$ cat src/rtl/dram_arb_pkg.sv
// Shared constants and the read-response tag type for the DRAM arbiter.
// The tag index is sized for the largest supported requester count (8).
package dram_arb_pkg;

    localparam int DRAM_ADDR_W = 19;
    localparam int DRAM_DATA_W = 8;
    localparam int DRAM_RD_LAT = 1;
    localparam int NREQ_MAX    = 8;
    localparam int TAG_IDX_W   = $clog2(NREQ_MAX);

    typedef struct packed {
        logic                 valid;
        logic [TAG_IDX_W-1:0] idx;
    } rsp_tag_t;

endpackage

$ cat src/rtl/rr_arbiter.sv
// Round-robin arbiter. grant_o is the current winner and does not depend on en_i,
// so the caller can inspect it before deciding to commit it.
module rr_arbiter #(
    parameter int N = 3
) (
    input  logic         clk,
    input  logic         rst,
    input  logic [N-1:0] req_i,
    input  logic         en_i,
    output logic [N-1:0] grant_o
);

    localparam int PW = (N > 1) ? $clog2(N) : 1;

    logic [PW-1:0] ptr_q, ptr_d;
    logic [PW-1:0] idx;
    logic          found;

    // ptr_q names the highest-priority requester for this cycle.
    always_comb begin
        grant_o = '0;
        found   = 1'b0;
        idx     = '0;
        for (int k = 0; k < N; k++) begin
            idx = PW'((int'(ptr_q) + k) % N);
            if (!found && req_i[idx]) begin
                grant_o[idx] = 1'b1;
                found        = 1'b1;
            end
        end
    end

    always_comb begin
        ptr_d = ptr_q;
        if (en_i) begin
            for (int i = 0; i < N; i++) begin
                if (grant_o[i]) ptr_d = PW'((i + 1) % N);
            end
        end
    end

    always_ff @(posedge clk) begin
        if (rst) ptr_q <= '0;
        else     ptr_q <= ptr_d;
    end

endmodule

$ cat src/rtl/dram_arbiter.sv
// Shares one read port and one write port of the DRAM among NREQ requesters,
// registering the DRAM command and routing read data back via a tag pipeline.
module dram_arbiter
    import dram_arb_pkg::*;
#(
    parameter int NREQ   = 3,
    parameter int RD_LAT = DRAM_RD_LAT,
    parameter int ADDR_W = DRAM_ADDR_W,
    parameter int DATA_W = DRAM_DATA_W
) (
    input  logic                   clk,
    input  logic                   rst,
    input  logic [NREQ-1:0]        req_valid,
    input  logic [NREQ-1:0]        req_we,
    input  logic [NREQ*ADDR_W-1:0] req_addr,
    input  logic [NREQ*DATA_W-1:0] req_wdata,
    output logic [NREQ-1:0]        req_ready,
    output logic [NREQ-1:0]        rsp_valid,
    output logic [DATA_W-1:0]      rsp_data,
    output logic                   dram_ren,
    output logic                   dram_wen,
    output logic [ADDR_W-1:0]      dram_raddr,
    output logic [ADDR_W-1:0]      dram_waddr,
    output logic [DATA_W-1:0]      dram_wdata,
    input  logic [DATA_W-1:0]      dram_rdata
);

    logic [ADDR_W-1:0] addr_arr  [NREQ];
    logic [DATA_W-1:0] wdata_arr [NREQ];

    genvar gi;
    generate
        for (gi = 0; gi < NREQ; gi++) begin : g_unpack
            assign addr_arr[gi]  = req_addr[gi*ADDR_W +: ADDR_W];
            assign wdata_arr[gi] = req_wdata[gi*DATA_W +: DATA_W];
        end
    endgenerate

    logic [NREQ-1:0] rd_req, wr_req, rd_gnt, wr_gnt, rd_fire;
    logic            hazard;

    assign rd_req = rst ? '0 : (req_valid & ~req_we);
    assign wr_req = rst ? '0 : (req_valid & req_we);

    rr_arbiter #(.N(NREQ)) u_rd_arb (
        .clk(clk), .rst(rst), .req_i(rd_req), .en_i(~hazard), .grant_o(rd_gnt)
    );

    rr_arbiter #(.N(NREQ)) u_wr_arb (
        .clk(clk), .rst(rst), .req_i(wr_req), .en_i(1'b1), .grant_o(wr_gnt)
    );

    logic [ADDR_W-1:0]    rd_addr_sel, wr_addr_sel;
    logic [DATA_W-1:0]    wr_data_sel;
    logic [TAG_IDX_W-1:0] rd_idx;

    always_comb begin
        rd_addr_sel = '0;
        wr_addr_sel = '0;
        wr_data_sel = '0;
        rd_idx      = '0;
        for (int i = 0; i < NREQ; i++) begin
            if (rd_gnt[i]) begin
                rd_addr_sel = addr_arr[i];
                rd_idx      = TAG_IDX_W'(i);
            end
            if (wr_gnt[i]) begin
                wr_addr_sel = addr_arr[i];
                wr_data_sel = wdata_arr[i];
            end
        end
    end

    // A same-address read would see stale data, so the write wins and the read retries.
    assign hazard    = (|rd_gnt) && (|wr_gnt) && (rd_addr_sel == wr_addr_sel);
    assign rd_fire   = hazard ? '0 : rd_gnt;
    assign req_ready = rd_fire | wr_gnt;

    logic              ren_q, ren_d, wen_q, wen_d;
    logic [ADDR_W-1:0] raddr_q, raddr_d, waddr_q, waddr_d;
    logic [DATA_W-1:0] wdata_q, wdata_d;

    always_comb begin
        ren_d   = |rd_fire;
        wen_d   = |wr_gnt;
        raddr_d = ren_d ? rd_addr_sel : raddr_q;
        waddr_d = wen_d ? wr_addr_sel : waddr_q;
        wdata_d = wen_d ? wr_data_sel : wdata_q;
    end

    always_ff @(posedge clk) begin
        if (rst) begin
            ren_q   <= 1'b0;
            wen_q   <= 1'b0;
            raddr_q <= '0;
            waddr_q <= '0;
            wdata_q <= '0;
        end else begin
            ren_q   <= ren_d;
            wen_q   <= wen_d;
            raddr_q <= raddr_d;
            waddr_q <= waddr_d;
            wdata_q <= wdata_d;
        end
    end

    assign dram_ren   = ren_q;
    assign dram_wen   = wen_q;
    assign dram_raddr = raddr_q;
    assign dram_waddr = waddr_q;
    assign dram_wdata = wdata_q;

    // Stage 0 mirrors the command register; the last stage lines up with dram_rdata.
    rsp_tag_t tag_q [RD_LAT+1];
    rsp_tag_t tag_d;

    always_comb begin
        tag_d.valid = |rd_fire;
        tag_d.idx   = rd_idx;
    end

    always_ff @(posedge clk) begin
        if (rst) begin
            for (int s = 0; s <= RD_LAT; s++) tag_q[s] <= '0;
        end else begin
            tag_q[0] <= tag_d;
            for (int s = 1; s <= RD_LAT; s++) tag_q[s] <= tag_q[s-1];
        end
    end

    always_comb begin
        rsp_valid = '0;
        for (int i = 0; i < NREQ; i++) begin
            rsp_valid[i] = !rst && tag_q[RD_LAT].valid && (tag_q[RD_LAT].idx == TAG_IDX_W'(i));
        end
    end

    assign rsp_data = dram_rdata;

endmodule

$ cat config.mk
export PLATFORM = sky130hd
export DESIGN_NAME = dram_arbiter
export DESIGN_NICKNAME = d
export VERILOG_FILES = /design/src/rtl/dram_arb_pkg.sv /design/src/rtl/rr_arbiter.sv /design/src/rtl/dram_arbiter.sv
export SDC_FILE = /design/constraint.sdc
export NUM_CORES = 1
export LEC_CHECK = 0
export CELL_PAD_IN_SITES_DETAIL_PLACEMENT = 1
export CELL_PAD_IN_SITES_GLOBAL_PLACEMENT = 1
export CORE_MARGIN = 5
export CORE_UTILIZATION = 36
export CTS_BUF_LIST = sky130_fd_sc_hd__clkbuf_8
export CTS_CLUSTER_DIAMETER = 50
export DETAILED_ROUTE_END_ITERATION = 7
export MAX_ROUTING_LAYER = met4
export PLACE_DENSITY = 0.89
export REMOVE_ABC_BUFFERS = 1
export SLEW_MARGIN = 10
export SYNTH_ARGS = -nofsm -noshare
export SYNTH_HDL_FRONTEND = slang
export SYNTH_SLANG_ARGS = --single-unit
$ cat constraint.sdc
create_clock -name clk -period 7.7 [get_ports clk]
set_input_delay 1.54 -clock clk [delete_from_list [all_inputs] [get_ports clk]]
set_output_delay 1.54 -clock clk [all_outputs]
set_load 0.03 [all_outputs]
Figure 1. Metal 1.
Supply wires on this layer in grey.
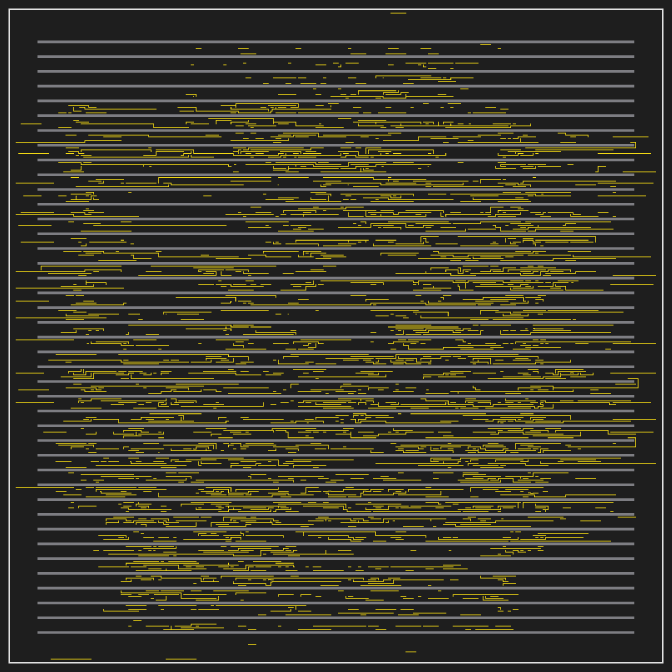
wire length on this layer: 7100 um
longest straight run: 29.4 um
share of all routed wire: 40%
main direction: horizontal
DR vias: 5014
Routed WL: 17.84 mm
met1 Resource Use GR: 27.85%

Figure 2. Routing congestion.
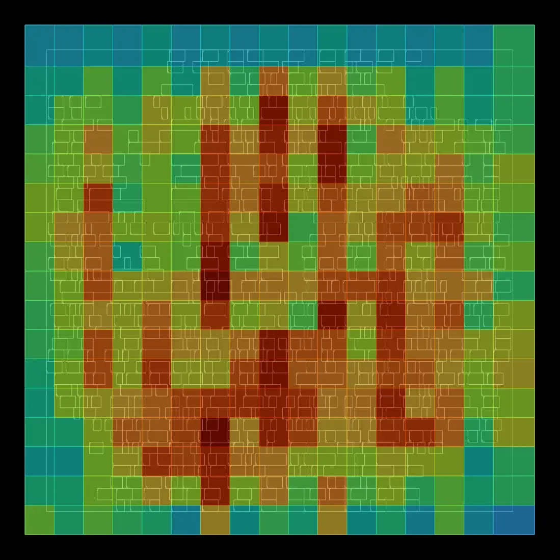
final core utilization: 51.69%
total track usage: 24.70%
met2 usage: 42.75%
busiest grt layer: met2

Figure 3. Placed cells, one colour a class.
Bar = 20 um. Fill, decap, tap and diode cells in grey.
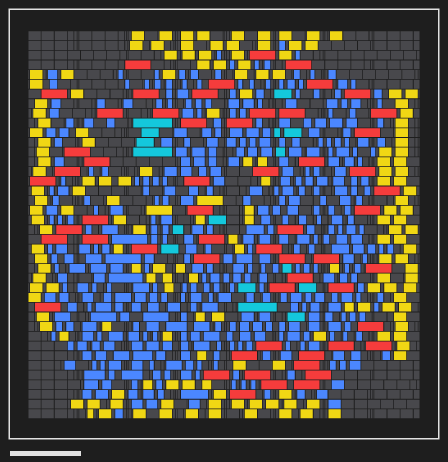
[red] registers | cells: 57
[blue] remaining logic cells | cells: 435
[yellow] remaining buffers and delay cells | cells: 168
[cyan] clock drivers and dummy loads | cells: 16
Seq area share: 18.45%
Cell Rows: 40
core area: 11960 sq um

Figure 4. Placement density heat map.
The die is cut into 12 by 12 equal tiles; white is low, dark blue is high, 0 to 100% covered.
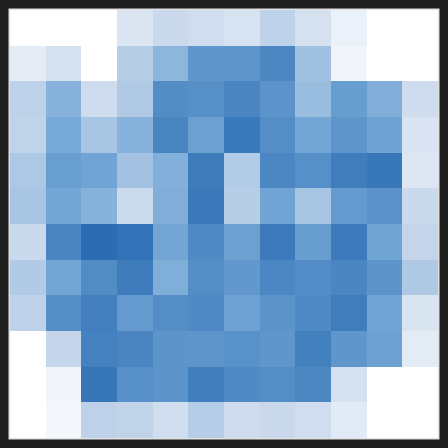
tiles over 75% full: 0.70%
mean over tiles: 42%
emptiest ninth of the die: top left
nearly empty tiles: 10%
fullest tile: 76%
Initial Util: 36.49%

Figure 5. Metal 4.
Bar = 20 um. Supply wires on this layer in grey. Cells faint in the background.
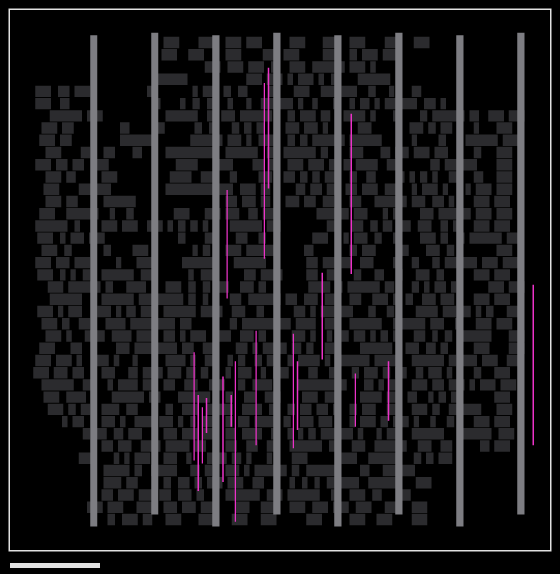
longest straight run: 38.8 um
share of all routed wire: 2.2%
nets with wire on the layer: 15
main direction: vertical
wire length on this layer: 399 um

==> flow_metrics.py <==
# Physical implementation metrics
metrics = {
    "timing": {
        "setup_violations": 0,
        "skew_ns": 0.01034,
        "hold_violations": 0,
        "rsz0062_at_grt": "false",
        "fmax_mhz": 134.2,
        "min_period_over_period_pct": 96.80,
    },
    "cts": {
        "clockBufferDepth": 2,
        "clockRootBuffer": "clkbuf_8",
        "clock_sinks": 57,
        "hold_buffers": 0,
        "path_clk_slew_ns": 0.07,
        "clk_latency_ns": 0.35,
        "cts_buffers": 9,
    },
    "synthesis": {
        "ys_sh_mux_pct": 4.530,
        "synthArstFlopShare_pct": 0,
        "synthDistinctLibCells": 72,
        "ys_sh_adder_pct": 2.294,
        "synth.cell_area_sq_um": 4364,
        "yosys.area_share.aoi_pct": 32.22,
        "ys_cells": 546,
        "ys_seq_share_pct": 26.15,
        "ys_ff": 57,
        "yosys_area_sq_um": 4364,
        "ys_sh_simple_pct": 23.14,
        "ys_sh_xor_pct": 3.813,
    },
    "critical_path": {
        "cpLargestDelayFamily": "buffers and inverters",
        "start_kind": "input pin",
        "crit_buf_inv": 3,
        "path_depth": 14,
        "rrSetupSlack_ns": 2.75,
        "cp_max_fo": 22,
        "slowest_stage": "clkdlybuf4s50_1",
        "worstPathCellList": "clkdlybuf4s50_1 -> nor3b_1 -> a211o_1 -> o22ai_1 -> a211oi_4 -> buf_4 -> o2bb2ai_1 -> mux2i_1 -> xor2_1 -> nand4_1 -> or3_1 -> nor2_1 -> o21ai_0 -> clkdlybuf4s50_1",
        "timing.rr.start": "u_rd_arb.ptr_q[0]$_SDFFE_PP0P_",
        "crit_end": "req_ready[1]",
    },
    "route": {
        "viasPerCell": 6.092,
        "drtIter0Drc": 355,
        "dr.pass1.iters": 5,
        "drcViolationCount": 0,
        "detail-route-antenna-nets": 0,
    },
    "hold_path": {
        "holdPathStages": 1,
        "worstHoldPathType": "flip-flop to flip-flop",
    },
    "finish": {
        "lay_top_cells": "141 x clkdlybuf4s50_1, 57 x dfxtp_1, 56 x a21oi_1",
        "syn2layout_area_growth_pct": 41.69,
        "finalNonFillerCells": 823,
    },
    "pwr": {
        "comb_power_share_pct": 58.8,
        "p_leak_nw": 2.180,
        "clock_power_mw": 0.354,
        "top_power_group": "combinational logic",
        "ir_drop_mv": 0.09584,
    },
    "floorplanning": {
        "ios": 159,
    },
    "place": {
        "hpwl_mm": 12.73,
        "dpl.cell_count": 800,
    },
    "grt": {
        "grt_pass1_wl_mm": 28.06,
        "grt_antenna_before_repair": 0,
    },
    "run_status": {
        "status": "completed",
    },
}
layer usage:
layer / up-vias / GRT usage (%) / part of all wire (%)
met3: 41 / 6.456 / 7.5
li1: 2278 / - / -
met5: - / - / 0
met1: 2482 / 27.85 / 40
met2: 213 / 42.75 / 50
met4: 0 / 7.802 / 2.2
sequential cells by signal, summed over array words and instances (netlist names):
register / count
u_wr_arb.ptr_q: 2
dram_waddr: 19
dram_raddr: 19
tag_q: 6
u_rd_arb.ptr_q: 2
dram_wen: 1
dram_wdata: 8
worst reg2reg max path: stages, from the launching register on:
cell       delay, ns
dfxtp_1         0.40
inv_1           0.11
ha_1            0.47
or3b_1          0.42
a2111oi_2       0.63
nor3_1          0.15
nor2_2          0.11
buf_4           0.30
o2bb2ai_1       0.16
mux2i_1         0.13
xnor2_1         0.19
nor4b_1         0.43
and2_1          0.57
buf_4           0.41
a2bb2oi_1       0.22
o211ai_1        0.12
metrics by stage:
| step | power (mW) | setup slack, ns | area [sq um] |
|---|---|---|---|
| 6_report | 1.903 | 0.2465 | 6183 |
| 4_1_cts | 1.886 | 0.1345 | 6093 |
| 2_1_floorplan | 1.102 | 0.9096 | 4055 |
| 3_3_place_gp | 1.482 | 0.3958 | 5851 |
| 3_5_place_dp | 1.522 | 0.1962 | 5851 |
| 5_1_grt | 2.006 | 0.01617 | 6183 |
worst min-delay path by stage:
stage                            from                      to  slack (ns)
6_report       tag_q[0][3]$_SDFF_PP0_  tag_q[0][7]$_SDFF_PP0_        0.47
5_1_grt        tag_q[0][0]$_SDFF_PP0_  tag_q[0][4]$_SDFF_PP0_        0.48
4_1_cts        tag_q[0][0]$_SDFF_PP0_  tag_q[0][4]$_SDFF_PP0_        0.47
3_5_place_dp   tag_q[0][0]$_SDFF_PP0_  tag_q[0][4]$_SDFF_PP0_        0.46
3_3_place_gp   tag_q[0][3]$_SDFF_PP0_  tag_q[0][7]$_SDFF_PP0_        0.46
2_1_floorplan  tag_q[0][0]$_SDFF_PP0_  tag_q[0][4]$_SDFF_PP0_        0.41
cells in the mapped netlist, types with 4 or more instances:
library cell  count  share of area (%)
dfxtp_1          57                 26
a21oi_1          56                6.4
nor2_1           54                4.6
nand2_1          33                2.8
nand3_1          25                2.9
o211ai_1         25                4.3
nor2b_1          22                3.2
a2bb2oi_1        19                3.8
o2bb2ai_1        19                3.8
clkbuf_1         17                1.5
mux2i_1          17                3.9
o21ai_0          17                1.9
buf_4            14                2.4
buf_2            12                1.4
xor2_1           12                2.4
inv_1             9               0.77
a22oi_1           8                1.4
ha_1              8                2.3
o21ai_1           7               0.80
xnor2_1           7                1.4
a221oi_1          5                1.0
buf_1             5               0.43
buf_6             5                1.3
nor4bb_1          5                1.1
o22ai_1           5               0.72
a31oi_1           4               0.57
nand2b_1          4               0.57
nand3b_1          4               0.69
nor3_1            4               0.46
or3b_1            4               0.80
final cells by class:
type,count,area (sq um)
fillers,1426,5778
multi-input cells,426,2945
repair buffers,168,1637
flip-flops and latches,57,1141
well taps,147,183.9
clock buffers,9,123.9
clock inverters,7,118.9
inverters,9,33.78
what timing repair did:
action                                  4_1_cts  5_1_grt
endpoints found under the hold margin         0        0
setup buffers                                 0        7
resized                                       0        2
endpoints found under the setup margin        0        2
Power and IR drop assume default switching activity.
